Fig. 1: run 1, clock routing
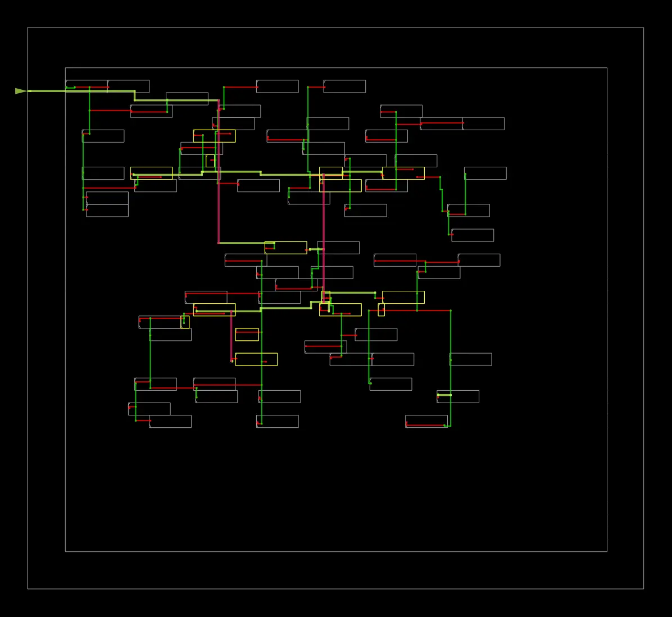
Fig. 2: run 1, met1 routing
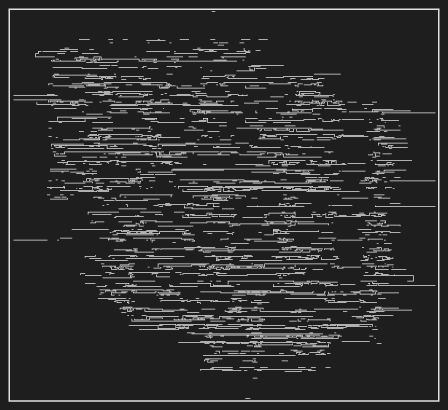
Fig. 3: run 1, metal 2
Cells faint in the background.
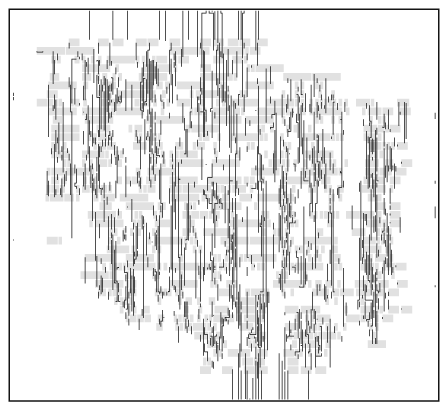
File: src/rtl/common.sv
// common: shared elaboration-time helpers (clog2, bits, max).
// These are the reference definitions the runtime log2_calc block reproduces.
package common;

    // Smallest c with 2**c >= n; 0 for n = 0 and n = 1.
    function automatic int clog2(input longint unsigned n);
        int              r;
        longint unsigned v;
        r = 0;
        v = (n == 64'd0) ? 64'd0 : n - 64'd1;
        for (int i = 0; i < 64; i++) begin
            if (v[i]) r = i + 1;
        end
        return r;
    endfunction

    // Number of bits needed to hold n; 0 for n = 0.
    function automatic int bits(input longint unsigned n);
        int r;
        r = 0;
        for (int i = 0; i < 64; i++) begin
            if (n[i]) r = i + 1;
        end
        return r;
    endfunction

    // Larger of two integers.
    function automatic int max(input int a, input int b);
        return (a > b) ? a : b;
    endfunction

endpackage

File: src/rtl/log2_calc_pkg.sv
// log2_calc_pkg: FSM state type and width limit shared by the log2_calc block.
package log2_calc_pkg;

    // Operand width ceiling supported by the calculator.
    localparam int LOG2_CALC_W_MAX = 64;

    typedef enum logic [1:0] {
        IDLE = 2'd0,
        CALC = 2'd1,
        DONE = 2'd2
    } log2_calc_state_t;

endpackage

File: src/rtl/log2_calc_msb.sv
// log2_calc_msb: combinational STEP-bit priority encoder.
// Returns the index of the highest set bit of vec (0 when vec is zero;
// callers only use the index for a nonzero vec).
module log2_calc_msb #(
    parameter int STEP = 1,
    parameter int OW   = 1
) (
    input  logic [STEP-1:0] vec,
    output logic [OW-1:0]   idx
);

    // Scan upward so the highest set bit is the last one to write idx
    always_comb begin
        idx = '0;
        for (int i = 0; i < STEP; i++) begin
            if (vec[i]) idx = OW'(i);
        end
    end

endmodule

File: src/rtl/log2_calc.sv
// log2_calc: iterative runtime ceil(log2(n)) / bit-width calculator.
//
// A request n is accepted on the input valid/ready port, reduced STEP bits
// per cycle, and the result (clog2, bits, pow2, zero) is returned on the
// output valid/ready port. Only one request is in flight at a time.
//
// Handshake rule for both ports: a transfer happens on a rising clk edge
// where valid and ready are both 1; valid, once raised, is held with its
// payload unchanged until that transfer; ready may be raised independently.
//
// Optional feature: define LOG2_CALC_MAX_TRACK_EN to add the max_clr input
// and the max_bits output (running maximum of delivered out_bits).
module log2_calc
    import log2_calc_pkg::*;
#(
    parameter  int W    = 32,
    parameter  int STEP = 1,
    localparam int RW   = common::bits(longint'(W))
) (
    input  logic             clk,
    input  logic             rst,
    input  logic             in_valid,
    output logic             in_ready,
    input  logic [W-1:0]     in_data,
    output logic             out_valid,
    input  logic             out_ready,
    output logic [RW-1:0]    out_clog2,
    output logic [RW-1:0]    out_bits,
    output logic             out_pow2,
    output logic             out_zero,
    output log2_calc_state_t dbg_state
`ifdef LOG2_CALC_MAX_TRACK_EN
    ,
    input  logic             max_clr,
    output logic [RW-1:0]    max_bits
`endif
);

    // Parameter range guards
    if (W < 2 || W > LOG2_CALC_W_MAX) begin : g_bad_w
        $error("log2_calc: W must be in 2..%0d", LOG2_CALC_W_MAX);
    end
    if (STEP < 1 || STEP > W) begin : g_bad_step
        $error("log2_calc: STEP must be in 1..W");
    end

    log2_calc_state_t state;

    // Remaining value still to be measured, and the bit count retired so far
    logic [W-1:0]  num;
    logic [RW-1:0] res;
    // Classification of the accepted operand, carried to the result
    logic          pow2_q;
    logic          zero_q;

    // num with the current STEP-bit digit removed
    logic [W-1:0]  num_hi;
    // Highest set bit inside the lowest STEP-bit digit of num
    logic [RW-1:0] msb_idx;

    if (STEP >= W) begin : g_hi_full
        assign num_hi = '0;
    end else begin : g_hi_shift
        assign num_hi = num >> STEP;
    end

    log2_calc_msb #(
        .STEP (STEP),
        .OW   (RW)
    ) u_msb (
        .vec (num[STEP-1:0]),
        .idx (msb_idx)
    );

    assign dbg_state = state;

    // Control FSM with registered handshake flags and result registers
    always_ff @(posedge clk or posedge rst) begin
        if (rst) begin
            state     <= IDLE;
            in_ready  <= 1'b0;
            out_valid <= 1'b0;
            num       <= '0;
            res       <= '0;
            pow2_q    <= 1'b0;
            zero_q    <= 1'b0;
            out_clog2 <= '0;
            out_bits  <= '0;
            out_pow2  <= 1'b0;
            out_zero  <= 1'b0;
        end else begin
            case (state)
                IDLE: begin
                    in_ready <= 1'b1;
                    if (in_valid && in_ready) begin
                        // ceil(log2(n)) is the bit length of n-1; n = 0 is
                        // pinned to 0 so it does not wrap to all-ones.
                        num      <= (in_data == '0) ? '0 : in_data - W'(1);
                        res      <= '0;
                        pow2_q   <= (in_data != '0) &&
                                    ((in_data & (in_data - W'(1))) == '0);
                        zero_q   <= (in_data == '0);
                        in_ready <= 1'b0;
                        state    <= CALC;
                    end
                end
                CALC: begin
                    if (num == '0) begin
                        state <= DONE;
                    end else if (num_hi == '0) begin
                        // Last digit: count only up to its highest set bit
                        res   <= res + msb_idx + RW'(1);
                        state <= DONE;
                    end else begin
                        num <= num_hi;
                        res <= res + RW'(STEP);
                    end
                end
                DONE: begin
                    if (!out_valid) begin
                        // Publish the result; it then stays frozen until taken
                        out_valid <= 1'b1;
                        out_clog2 <= res;
                        out_bits  <= res + RW'(pow2_q);
                        out_pow2  <= pow2_q;
                        out_zero  <= zero_q;
                    end else if (out_ready) begin
                        out_valid <= 1'b0;
                        in_ready  <= 1'b1;
                        state     <= IDLE;
                    end
                end
                default: begin
                    state <= IDLE;
                end
            endcase
        end
    end

`ifdef LOG2_CALC_MAX_TRACK_EN
    // Running maximum of delivered widths; a delivery outranks a same-cycle clear
    always_ff @(posedge clk or posedge rst) begin
        if (rst) begin
            max_bits <= '0;
        end else if (out_valid && out_ready) begin
            if (max_clr) begin
                max_bits <= out_bits;
            end else begin
                max_bits <= RW'(common::max(int'(max_bits), int'(out_bits)));
            end
        end else if (max_clr) begin
            max_bits <= '0;
        end
    end
`endif

endmodule

File: config.mk
export PLATFORM = sky130hd
export DESIGN_NAME = log2_calc
export DESIGN_NICKNAME = d
export VERILOG_FILES = /design/src/rtl/common.sv /design/src/rtl/log2_calc_pkg.sv /design/src/rtl/log2_calc_msb.sv /design/src/rtl/log2_calc.sv
export SDC_FILE = /design/constraint.sdc
export NUM_CORES = 1
export LEC_CHECK = 0
export ABC_AREA = 1
export CORE_ASPECT_RATIO = 0.9
export CORE_MARGIN = 8
export CORE_UTILIZATION = 35
export CTS_CLUSTER_DIAMETER = 30
export CTS_CLUSTER_SIZE = 25
export DETAILED_ROUTE_END_ITERATION = 8
export GPL_ROUTABILITY_DRIVEN = 0
export GPL_TIMING_DRIVEN = 0
export PLACE_DENSITY_LB_ADDON = 0.12
export SETUP_SLACK_MARGIN = 0.4
export SYNTH_ARGS = -nofsm -noshare
export SYNTH_HDL_FRONTEND = slang
export SYNTH_HIERARCHICAL = 1
export SYNTH_SLANG_ARGS = --single-unit
File: constraint.sdc
create_clock -name clk -period 6.3 [get_ports clk]
set_clock_uncertainty 0.2 [all_clocks]
set_input_delay 1.575 -clock clk [delete_from_list [all_inputs] [get_ports clk]]
set_output_delay 1.575 -clock clk [all_outputs]
set_load 0.02 [all_outputs]
==> Flow_metrics.wiki, run 1 <==
=== Physical design figures ===
{| class="wikitable"
! Metric !! Value
|-
| Maximum ir drop on the vdd rail || around 0.15 mV
|-
| Number of endpoints with negative hold slack in the final report || 0
|-
| Max-slew violation count || 0
|-
| Internal power || 1.08 mW
|-
| Setup crit start kind || input port
|-
| Delay-heaviest family, CP || simple AND/OR/NAND/NOR gates
|-
| Mux contribution to synthesized area || 0
|-
| Antenna violations before repair || 0
|-
| Reg2reg start || res[0]
|-
| Seq pwr share || 0.333
|-
| Cell count of the worst reg-to-reg path || 11
|-
| Placeable core region || 0.0126 sq mm
|-
| # DRC || 0
|-
| Unrepaired setup endpoints after global routing || false
|-
| Power per cell area || between 300 and 400 mW/mm^2
|-
| Cell with the largest stage delay on the worst path || sky130_fd_sc_hd__clkdlybuf4s50_1
|-
| Leakage power || 2.77 nW
|-
| Path type of the worst min-delay path || reg -> reg
|-
| Final worst-path cycle share || 0.629
|-
| Height of the die || 123 um
|-
| Post-synthesis sequential area ratio || 0.326
|-
| Max frequency || between 200 and 300 MHz
|-
| Port buffer count || around 53
|-
| Compound-cell area share of the yosys netlist || 0.0258
|-
| Combinational gate area || 0.00268 sq mm
|-
| Adder-cell area share of the yosys netlist || 0.117
|-
| Post-place instance area || 0.00523 sq mm
|-
| Finished Cell Area || 0.00550 sq mm
|-
| Count of instances resized after the clock tree is built || 0
|-
| CP required || 6.36 ns
|-
| H-tree depth || 3
|-
| Sum Neg Setup Slack || 0 ns
|-
| Maximum count of clock buffers along a single path || 2
|-
| Combinational family with the most area after synthesis || simple AND/OR/NAND/NOR gates
|-
| Post-placement cell count || 884
|-
| Clock tree root buffer cell || sky130_fd_sc_hd__clkbuf_16
|-
| Worst-Margin Slew || 0.816 ns
|-
| Class of the most critical setup path || in -> reg
|-
| Arrival time at the worst endpoint || 4.02 ns
|-
| Vias/cell || ~4.7
|-
| Syn_area_per_cell || 6.74 sq um
|-
| Reg-to-reg slack, setup || 4.24 ns
|-
| Via count of the first global-routing pass || 4,114
|-
| Number of buffer and inverter instances along the worst setup path || 3
|-
| Count of fill cells added during filler insertion || 1,322
|-
| Logic pwr share || 0.422
|-
| Final HPWL DP || 8.77 mm
|-
| Net Sw Frac || 0.404
|-
| Post-synthesis share of cell area spent on xor and xnor gates || 0.0216
|-
| Syn-to-layout area delta || 23.5%
|-
| Number of buffers inserted by hold repair at cts || 0
|-
| Maximum number of pins on one net before global-route repair || 37
|-
| Residual overflow from global routing || 0
|-
| Top-area cell share || 0.326
|-
| Remaining max-slew budget at the tightest pin || 0.455
|-
| Syn Std Cell Area || 0.00446 sq mm
|-
| Status || completed
|-
| Die Footprint || 0.0166 sq mm
|-
| Initial core utilization || 0.354
|-
| X dimension of the die || 135 um
|-
| Diodes inserted || 0
|-
| CP most frequent cell || sky130_fd_sc_hd__nor2_1
|-
| End of the worst hold path || out_clog2[2]
|-
| Number of detailed-route iterations in the first pass || 4
|-
| Sequential cell area || ~0.0015 sq mm
|-
| CP max stage delay || 0.49 ns
|-
| All-Layer GR Usage || 0.140
|-
| Maximum net fanout on the critical path || 7
|-
| Simple-gate area share of the yosys netlist || 0.432
|-
| Worst reg2reg endpoint || res[4]
|-
| Fraction of layout cells with a size suffix above 1 || 0.103
|-
| Gate Count Post-Synth || 661
|-
| Max-capacitance violation count || 0
|-
| Period minus WS final || 3.97 ns
|-
| Net Switching || around 0.73 mW
|-
| Worst path cell trace || clkdlybuf4s50_1 -> nor2_1 -> inv_1 -> nor2_1 -> nand2_1 -> inv_2 -> nand3_2 -> nor3_4 -> nand3_1 -> ha_1 -> nor4_1 -> nand3b_1 -> nor2_1 -> nand3_1 -> nand2_1
|-
| First-pass GRT wire length || 19.2 mm
|-
| Initial DRC Count || 226
|-
| TritonCTS clock tree || done
|-
| Clock Pin Slew Worst Setup and Hold Paths || about 0.05 ns
|-
| Final setup violating endpoints || 0
|-
| Average detailed-routed wire length per instance || 12.6 um
|-
| Start point of the worst min-delay path || out_clog2[2]
|-
| Post-layout instance count excluding filler cells || 899
|-
| Number of cell instances after yosys synthesis || 661
|}
Notes on Fig. 1 above:
P_clk: 0.442 mW
number of sequential cells in the layout: 58
Inserted Clock Buffers: 9
source-to-sink clock delay at the later pin of the worst-skew pair: 0.32 ns
total number of clock tree sinks: 58

Notes on Fig. 2 above:
main direction = horizontal
share of all routed wire = 50%
detailed-route via count: 4,185
met1 track demand over resource: 0.190
Detailed Route WL: 11.3 mm

Notes on Fig. 3 above:
share of all routed wire = 45%
nets with wire on the layer = 613
longest straight run = 39.8 um
fraction of met2 tracks used by global routing: 0.226

-- run 1: cell usage in the layout, fill, tap and decap left out, drive strengths merged --
master and n:
a21oi 4, buf 24, clkbuf 15, clkdlybuf4s50 53
clkinv 3, conb 6, dfrtp 58, fa 1
ha 40, inv 46, nand2 278, nand3 24
nand3b 2, nand4 8, nor2 136, nor3 6
nor4 3, o211ai 1, o21ai 14, o22ai 1
or3 1, xnor2 2, xor2 9
-- run 1: how the worst max path moves through the flow --
stage          startpoint     end  slack, ns  depth (start not counted)
2_1_floorplan  in_data[0]  pow2_q       2.92                         14
3_5_place_dp   in_data[2]  pow2_q       1.97                         15
3_3_place_gp          rst  num[1]       1.85                          2
5_1_grt        in_data[2]  pow2_q       1.97                         15
6_report       in_data[2]  pow2_q       2.33                         15
4_1_cts        in_data[2]  pow2_q       2.29                         15
-- run 1: worst min-delay path: cells and delay by family, from the launching register on --
family           cells  cell delay, ns
flip-flops           1            0.33
AND/OR/NAND/NOR      2            0.10
-- run 1: layout make-up --
| type | instances | share of cell area |
|---|---|---|
| inverters | 46 | 0.0314 |
| clock buffers | 12 | 0.0466 |
| flip-flops and latches | 58 | 0.264 |
| repair buffers | 54 | 0.100 |
| well taps | 164 | 0.0373 |
| plain buffers | 26 | 0.0314 |
| multi-input cells | 536 | 0.487 |
| clock inverters | 3 | 0.00273 |
-- run 1: flip-flops by register name, summed over array words and instances, names as in the netlist, 2 cells and up --
register,cells
out_bits,6
dbg_state,2
res,6
out_clog2,6
num,32
-- run 1: cells in the mapped netlist (all sizes together) --
cell / instances
ha: 40
o211ai: 1
fa: 1
clkbuf: 3
dfrtp: 58
inv: 46
nand3b: 2
nand4: 8
nor3: 6
o22ai: 1
nor2: 136
buf: 23
conb: 1
or3: 1
nand2: 278
xnor2: 2
xor2: 9
nor4: 3
nand3: 24
a21oi: 4
o21ai: 14
-- run 1: metrics by stage --
step                hold WS (ns)  worst slack [ns]
global route               0.298              1.97
detailed placement         0.264              1.97
finish                     0.269              2.33
CTS                        0.276              2.29
floorplan                  0.243              2.92
global placement           0.261              1.85
-- run 1: kinds of logic (layout without fill, tap and decap cells) --
group / count (synthesis) / in the layout
and+or+nand+nor: 458 / 458
buffers and inverters: 72 / 141
DFF: 58 / 58
adders and majority gates: 41 / 41
AOI/OAI and AO/OA: 20 / 20
xor gates and xnor gates: 11 / 11
other: 1 / 6
-- run 1: power groups by stage --
stage                     clock, mW  combinational [mW]  sequential [mW]
after global routing          0.468               0.891            0.618
after floorplan                   0               0.584            0.578
final                         0.442               0.760            0.601
after detailed placement          0               0.761            0.604
after CTS                     0.452               0.767            0.600
after global placement            0               0.752            0.602
-- run 1: layer usage --
| layer | wire [um] | GRT usage |
|---|---|---|
| met1 | 5680 | 0.190 |
| met2 | 5040 | 0.226 |
| met3 | 501 | 0.0329 |
| met4 | 92 | 0.0277 |
| met5 | 0 | 0 |
Fig. 4: run 1, cell sizes after repair
The bar under the picture is 50 um long.
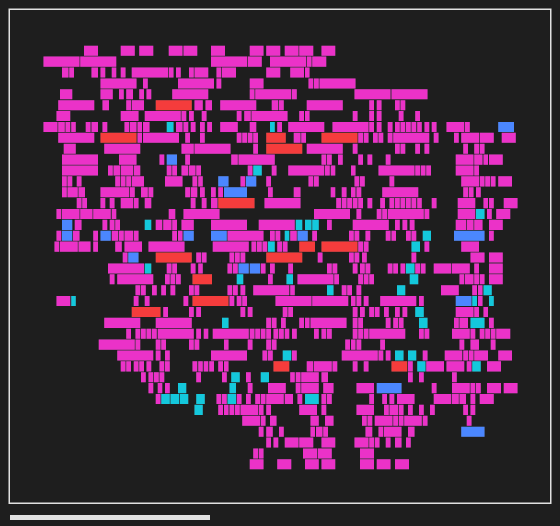

==> run 2: changes to the inputs <==
Clock period 6.3 ns to 3.34 ns, I/O delays scaled along.
Fig. 5: run 2, cell sizes after repair
The bar under the picture is 50 um long.
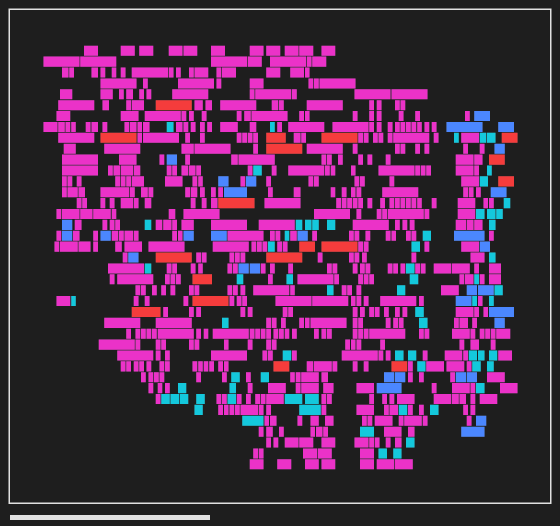
_0 and _1 cells -> magenta  # cells 626, share 84%
_6 and larger -> red  # cells 18, share 2.4%
_2 cells -> cyan  # cells 68, share 9.1%
_3 and _4 cells -> blue  # cells 32, share 4.3%
Syn-to-layout area delta: 26.5%
buffer count excluding the clock tree in the final layout: 89
Finished Cell Area: 0.00564 sq mm
Worst Setup Slack, final: 0.514 ns

==> run 2 against run 1 <==
Compared with the run above: register-to-register slack got worse by 3.0 ns; area after synthesis is the same; sequential power increased by 88%; cell count grew 1.0%; combinational power increased by 89%; clock power rose by 89%; flip-flop count unchanged; synthesized cell count unchanged; global-route usage is 0.069 points higher.
==> Flow_metrics.wiki, run 2 <==
=== Physical design figures ===
{| class="wikitable"
! Metric !! Value
|-
| Syn Std Cell Area || 0.00446 sq mm (unchanged)
|-
| Sequential cell area || 0.00145 sq mm (unchanged)
|-
| Maximum number of pins on one net before global-route repair || 37 (unchanged)
|-
| Antenna violations before repair || 0 (unchanged)
|-
| Path type of the worst min-delay path || reg -> reg (unchanged)
|-
| Max-slew violation count || 0 (unchanged)
|-
| Clock tree root buffer cell || sky130_fd_sc_hd__clkbuf_16 (unchanged)
|-
| Max-capacitance violation count || 0 (unchanged)
|-
| Final HPWL DP || 8.77 mm (unchanged)
|-
| Number of endpoints with negative hold slack in the final report || 0 (unchanged)
|-
| Count of fill cells added during filler insertion || 1,320 (was 1,322)
|-
| Worst reg2reg endpoint || res[4] (unchanged)
|-
| Post-synth tally of flip-flops with integrated enable || 0 (unchanged)
|-
| Post-placement cell count || 884 (unchanged)
|-
| Number of cell instances after yosys synthesis || 661 (unchanged)
|-
| Most used standard cells in the synthesized netlist || sky130_fd_sc_hd__nand2_1, sky130_fd_sc_hd__nor2_1, sky130_fd_sc_hd__dfrtp_1, sky130_fd_sc_hd__inv_1, sky130_fd_sc_hd__ha_1 (unchanged)
|-
| First-pass GRT wire length || 19.3 mm (was 19.2 mm)
|-
| Top logic cell by instance count in the layout || sky130_fd_sc_hd__nand2_1 (unchanged)
|-
| Reg2reg start || res[0] (unchanged)
|-
| Power per cell area || 604 mW/mm^2 (was 328 mW/mm^2)
|-
| Dominant cell by count in the synthesized netlist || sky130_fd_sc_hd__nand2_1 (unchanged)
|-
| TritonCTS clock tree || done (unchanged)
|-
| Gate Count Post-Synth || 661 (unchanged)
|-
| CP max stage delay || 0.50 ns (was 0.49 ns)
|-
| Die Footprint || 0.0166 sq mm (unchanged)
|-
| Number of detailed-route iterations in the first pass || 4 (unchanged)
|-
| Status || completed (unchanged)
|-
| Total number of clock tree sinks || 58 (unchanged)
|-
| Worst-Margin Slew || 0.817 ns (was 0.816 ns)
|-
| # DRC || 0 (unchanged)
|-
| Post-synthesis sequential area ratio || 0.326 (unchanged)
|-
| Async S/R FF share, synth || 1.00 (unchanged)
|-
| Cell count of the worst reg-to-reg path || 11 (unchanged)
|-
| Vias/cell || 4.63 (was 4.66)
|-
| H-tree depth || 3 (unchanged)
|-
| Diodes inserted || 0 (unchanged)
|-
| Final setup violating endpoints || 0 (unchanged)
|-
| Via count of the first global-routing pass || 4,129 (was 4,114)
|-
| Cell with the largest stage delay on the worst path || sky130_fd_sc_hd__clkdlybuf4s50_1 (unchanged)
|-
| CP required || 3.40 ns (was 6.36 ns)
|-
| Maximum ir drop on the vdd rail || 0.288 mV (was 0.153 mV)
|-
| Source-to-sink clock delay at the later pin of the worst-skew pair || 0.32 ns (about the same)
|-
| Class of the most critical setup path || in -> reg (unchanged)
|}
Fig. 6: run 2, metal 2
Cells faint in the background.
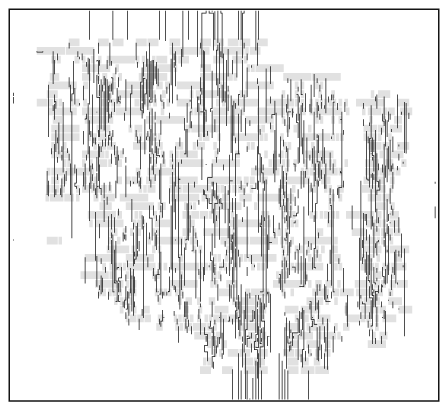
longest straight run = 40.1 um
wire length on this layer = 5,180 um
nets with wire on the layer = 625
main direction = vertical
fraction of met2 tracks used by global routing: 0.227
Detailed Route WL: 11.4 mm
detailed-route via count: 4,208

==> run 2: cell counts after synthesis <==
Identical to the previous run, type by type.
==> run 2: cells by family after synthesis <==
group,after synthesis,share of synthesized area
AOI/OAI and AO/OA,20,0.0258
other,1,0.000841
buffers and inverters,72,0.0775
and+or+nand+nor,458,0.432
adders and majority gates,41,0.117
DFF,58,0.326
xor gates and xnor gates,11,0.0216
==> run 2: worst max path at each step <==
stage                      from     end  slack (ns)
floorplan            in_data[0]  pow2_q        0.70
global placement            rst  num[1]       -0.37
detailed placement   in_data[2]  pow2_q       -0.25
CTS                  in_data[4]  pow2_q        0.41
global route        in_data[20]  pow2_q        0.37
finish              in_data[20]  pow2_q        0.51
==> run 2: final cells by class <==
class,instances,area share
buffer,26,0.0306
clock inverter,3,0.00266
tap,164,0.0364
inverter,46,0.0306
sequential,58,0.257
timing repair buffer,63,0.106
clock buffer,12,0.0455
multi-input combinational,536,0.491
==> run 2: critical path, delay by kind of cell <==
kind                     cells  cell delay (ns)
AND/OR/NAND/NOR             10             1.24
buffers and inverters        2             0.62
adder cells (fa/ha/maj)      1             0.19
==> run 2: power breakdown <==
| part | switching (mW) | leakage [nW] | internal (mW) | total (mW) |
|---|---|---|---|---|
| clock | 0.301 | 0.138 | 0.533 | 0.834 |
| combinational | 0.857 | 1.98 | 0.583 | 1.44 |
| sequential | 0.219 | 0.752 | 0.913 | 1.13 |
| total | 1.38 | 2.87 | 2.03 | 3.41 |
==> run 2: repair_timing <==
| item | in CTS | in global routing |
|---|---|---|
| pin swaps | 12 | 23 |
| buffers inserted | 4 | 5 |
| gates resized | 30 | 50 |
| hold buffers | 0 | 0 |
| endpoints found under the setup margin | 7 | 1 |
==> run 2: metal layers <==
layer	wire length (um)	global-route usage	share of wire	up-vias
li1	-	-	-	2192
met1	5670	0.191	0.50	1952
met2	5180	0.227	0.45	57
met3	497	0.0329	0.044	7
met4	78	0.0277	0.0068	0
met5	0	0	0	-
==> run 2: through the flow <==
stage	utilization	worst slack, ns	setup TNS (ns)
2_1_floorplan	-	0.699	0
3_3_place_gp	0.414	-0.370	-21.48
3_5_place_dp	0.416	-0.251	-0.251
4_1_cts	0.442	0.408	0
5_1_grt	0.448	0.373	0
6_report	0.448	0.514	0
Fig. 7: run 2, clock routing
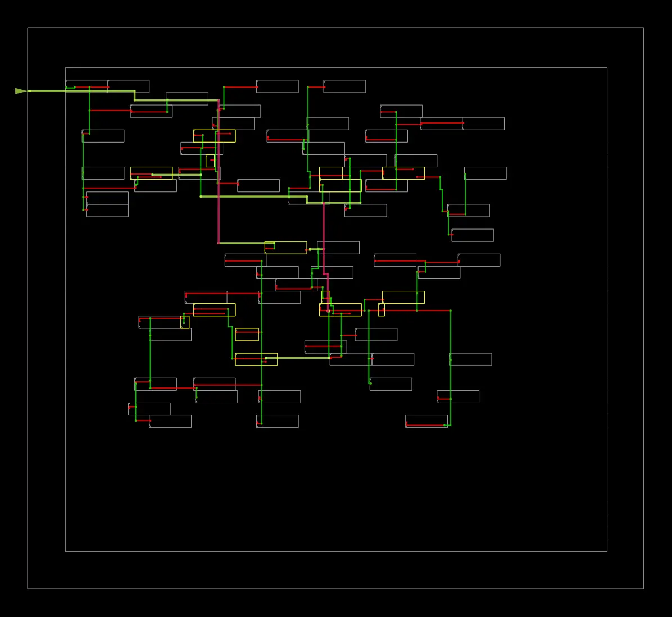

==> run 3: changes to the inputs <==
Clock period 3.34 ns to 2.9 ns, I/O delays scaled along.
Fig. 8: run 3, clock routing
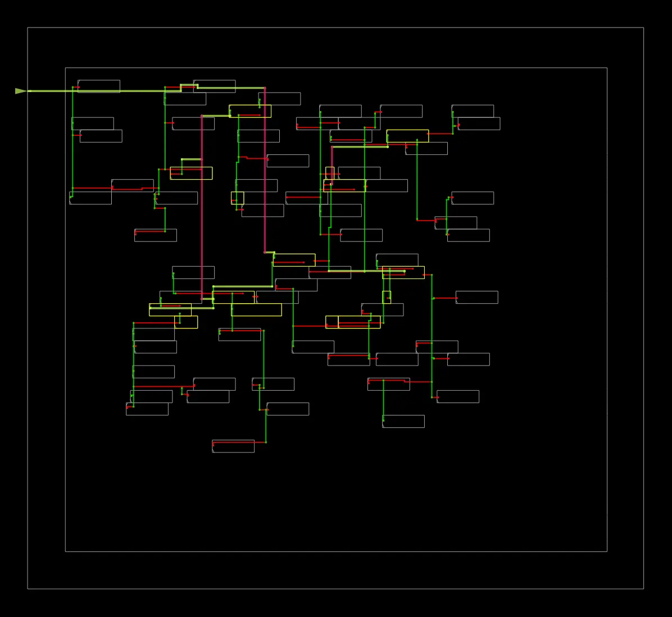
source-to-sink clock delay at the later pin of the worst-skew pair: 0.33 ns
P_clk: 1.05 mW
clock buffer instance count of the final layout: 10

Fig. 9: run 3, metal 2
Cells faint in the background.
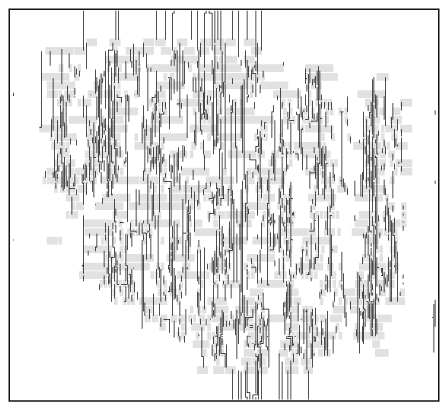
nets with wire on the layer = 635
share of all routed wire = 46%
wire length on this layer = 5,310 um
fraction of met2 tracks used by global routing: 0.233
Detailed Route WL: 11.5 mm
detailed-route via count: 4,253

==> run 3 against run 2 <==
Compared with the run above: clock power rose by 26%; largest cell class unchanged; critical path type unchanged; highest routed layer unchanged; synthesized cell count unchanged; register-to-register slack worse by 0.45 ns; setup slack lost 0.16 ns; total power increased by 18%.
==> Flow_metrics.wiki, run 3 <==
=== Physical design figures ===
{| class="wikitable"
! Metric !! Value
|-
| Number of flip-flops under the largest register name || 32 (unchanged)
|-
| Number of detailed-route iterations in the first pass || 4 (unchanged)
|-
| Placeable core region || 0.0126 sq mm (unchanged)
|-
| Power per cell area || 703 mW/mm^2 (was 604 mW/mm^2)
|-
| Setup crit start kind || input port (unchanged)
|-
| Capturing element of the worst setup path || pow2_q (unchanged)
|-
| Number of cell instances after yosys synthesis || 661 (unchanged)
|-
| Maximum ir drop on the vdd rail || 0.427 mV (was 0.288 mV)
|-
| Top FF cell, synth || sky130_fd_sc_hd__dfrtp_1 (unchanged)
|-
| Initial DRC Count || 203 (was 251)
|-
| Post-place instance area || 0.00524 sq mm (was 0.00523 sq mm)
|-
| Class of the most critical setup path || in -> reg (unchanged)
|-
| Clock tree root buffer cell || sky130_fd_sc_hd__clkbuf_16 (unchanged)
|-
| Worst reg2reg endpoint || res[4] (unchanged)
|-
| Fraction of layout cells with a size suffix above 1 || 0.180 (was 0.159)
|-
| Top register by number of flip-flops || num (unchanged)
|-
| Final HPWL DP || 8.69 mm (was 8.77 mm)
|-
| Syn Std Cell Area || 0.00446 sq mm (unchanged)
|-
| Port buffer count || 53 (unchanged)
|-
| Cell count of the worst reg-to-reg path || 11 (unchanged)
|-
| Path type of the worst min-delay path || reg -> reg (unchanged)
|-
| Reg-to-reg slack, setup || 0.83 ns (was 1.28 ns)
|-
| Syn_area_per_cell || 6.74 sq um (unchanged)
|-
| CP max stage delay || 0.23 ns (was 0.50 ns)
|-
| Post-synthesis sequential area ratio || 0.326 (unchanged)
|-
| Clock Pin Slew Worst Setup and Hold Paths || 0.05 ns (about the same)
|-
| Top logic cell by instance count in the layout || sky130_fd_sc_hd__nand2_1 (unchanged)
|-
| Number of buffers inserted by hold repair at cts || 0 (unchanged)
|-
| Post-synth tally of flip-flops with integrated enable || 0 (unchanged)
|-
| # DRC || 0 (unchanged)
|-
| Detailed-routed wire length on met3 || 486 um (was 497 um)
|-
| Residual overflow from global routing || 0 (unchanged)
|-
| Final setup violating endpoints || 0 (unchanged)
|-
| Diodes inserted || 0 (unchanged)
|-
| Top-area cell share || 0.326 (unchanged)
|-
| First-pass GRT wire length || 19.4 mm (was 19.3 mm)
|-
| Syn-to-layout area delta || 28.2% (was 26.5%)
|-
| Worst-case setup slack after placement || -0.571 ns (was -0.251 ns)
|-
| Arrival time at the worst endpoint || 2.61 ns (was 2.88 ns)
|-
| Gate Count Post-Synth || 661 (unchanged)
|-
| Leading cell types in the layout, fill and taps excluded || sky130_fd_sc_hd__nand2_1, sky130_fd_sc_hd__nor2_1, sky130_fd_sc_hd__dfrtp_1 (unchanged)
|-
| Average detailed-routed wire length per instance || 12.6 um (about the same)
|-
| Vias/cell || 4.66 (was 4.63)
|-
| Antenna violations before repair || 0 (unchanged)
|-
| CP required || 2.96 ns (was 3.40 ns)
|-
| Total number of clock tree sinks || 58 (unchanged)
|-
| Inserted Clock Buffers || 9 (unchanged)
|-
| Worst setup path startpoint || in_data[1] (was in_data[20])
|-
| Status || completed (unchanged)
|-
| Final worst-path cycle share || 0.879
|-
| Height of the die || 123 um (unchanged)
|-
| Maximum count of clock buffers along a single path || 2 (unchanged)
|-
| All-Layer GR Usage || 0.143 (was 0.141)
|-
| Reg2reg start || res[0] (unchanged)
|-
| Unrepaired setup endpoints after global routing || true (was false)
|-
| H-tree depth || 3 (unchanged)
|-
| Async S/R FF share, synth || 1.00 (unchanged)
|-
| Leakage power || 2.91 nW (was 2.87 nW)
|-
| Dominant cell by count in the synthesized netlist || sky130_fd_sc_hd__nand2_1 (unchanged)
|-
| Maximum net fanout on the critical path || 3 (was 4)
|-
| X dimension of the die || 135 um (unchanged)
|-
| Via count of the first global-routing pass || 4,126 (was 4,129)
|-
| Worst-Margin Slew || 0.638 ns (was 0.817 ns)
|-
| Post-layout instance count excluding filler cells || 913 (was 908)
|-
| Synthesis warning total || 6 (unchanged)
|-
| Period minus WS final || about 2.6 ns
|-
| Most used standard cells in the synthesized netlist || sky130_fd_sc_hd__nand2_1, sky130_fd_sc_hd__nor2_1, sky130_fd_sc_hd__dfrtp_1, sky130_fd_sc_hd__inv_1, sky130_fd_sc_hd__ha_1 (unchanged)
|-
| Maximum number of pins on one net before global-route repair || 32 (was 37)
|-
| Initial core utilization || 0.354 (unchanged)
|-
| Max-slew violation count || 0 (unchanged)
|-
| Met1 WL || 5.57 mm (was 5.67 mm)
|-
| Max-capacitance violation count || 0 (unchanged)
|-
| Cell with the largest stage delay on the worst path || sky130_fd_sc_hd__nand3b_1 (was sky130_fd_sc_hd__clkdlybuf4s50_1)
|-
| Finished Cell Area || 0.00571 sq mm (was 0.00564 sq mm)
|-
| Post-placement cell count || 884 (unchanged)
|-
| TritonCTS clock tree || done (unchanged)
|}
-- run 3: routing by layer --
| metal | vias up | global-route usage |
|---|---|---|
| li1 | 2212 | - |
| met1 | 1957 | 0.187 |
| met2 | 75 | 0.233 |
| met3 | 9 | 0.0305 |
| met4 | 0 | 0.0402 |
| met5 | - | 0 |
-- run 3: layout make-up --
class / instances / area (sq um) / area share
repair buffers: 68 / 628 / 0.110
multi-input cells: 536 / 2790 / 0.488
inverters: 46 / 173 / 0.0302
well taps: 164 / 205 / 0.0359
plain buffers: 26 / 173 / 0.0302
flip-flops and latches: 58 / 1450 / 0.254
clock inverters: 5 / 55.1 / 0.00963
clock buffers: 10 / 239 / 0.0418
-- run 3: worst min-delay path by stage --
stage                      start            to  slack [ns]  cells after the start
detailed placement   out_bits[0]   out_bits[0]        0.26                      2
floorplan                 num[0]        num[0]        0.24                      2
finish               out_bits[0]   out_bits[0]        0.27                      2
global route         out_bits[0]   out_bits[0]        0.28                      2
CTS                  out_bits[0]   out_bits[0]        0.27                      2
global placement    out_clog2[4]  out_clog2[4]        0.26                      2
-- run 3: kinds of logic after synthesis --
| group | share of synthesized area |
|---|---|
| adders and majority gates | 0.117 |
| and+or+nand+nor | 0.432 |
| buffers and inverters | 0.0775 |
| xor gates and xnor gates | 0.0216 |
| other | 0.000841 |
| DFF | 0.326 |
| AOI/OAI and AO/OA | 0.0258 |
-- run 3: per-stage QoR --
stage / hold slack [ns] / utilization
6_report: 0.269 / 0.454
3_5_place_dp: 0.259 / 0.416
2_1_floorplan: 0.243 / -
3_3_place_gp: 0.262 / 0.414
5_1_grt: 0.278 / 0.454
4_1_cts: 0.271 / 0.448
-- run 3: where the power goes --
group	total (mW)	internal, mW	switching [mW]	leakage (nW)
registers	1.31	1.05	0.255	0.752
clock network	1.05	0.679	0.369	0.140
logic	1.66	0.674	0.988	2.01
total	4.02	2.40	1.61	2.91
-- run 3: what timing repair did --
item	in CTS	in global routing
setup endpoints to repair	20	13
pin swaps	23	29
gates resized	71	36
buffers inserted	8	6
-- run 3: critical path, delay by kind of cell --
family	cells	cell delay [ns]
adder cells (fa/ha/maj)	2	0.34
AND/OR/NAND/NOR	10	1.18
buffers and inverters	4	0.36
Power is estimated from default activity; no workload was simulated.
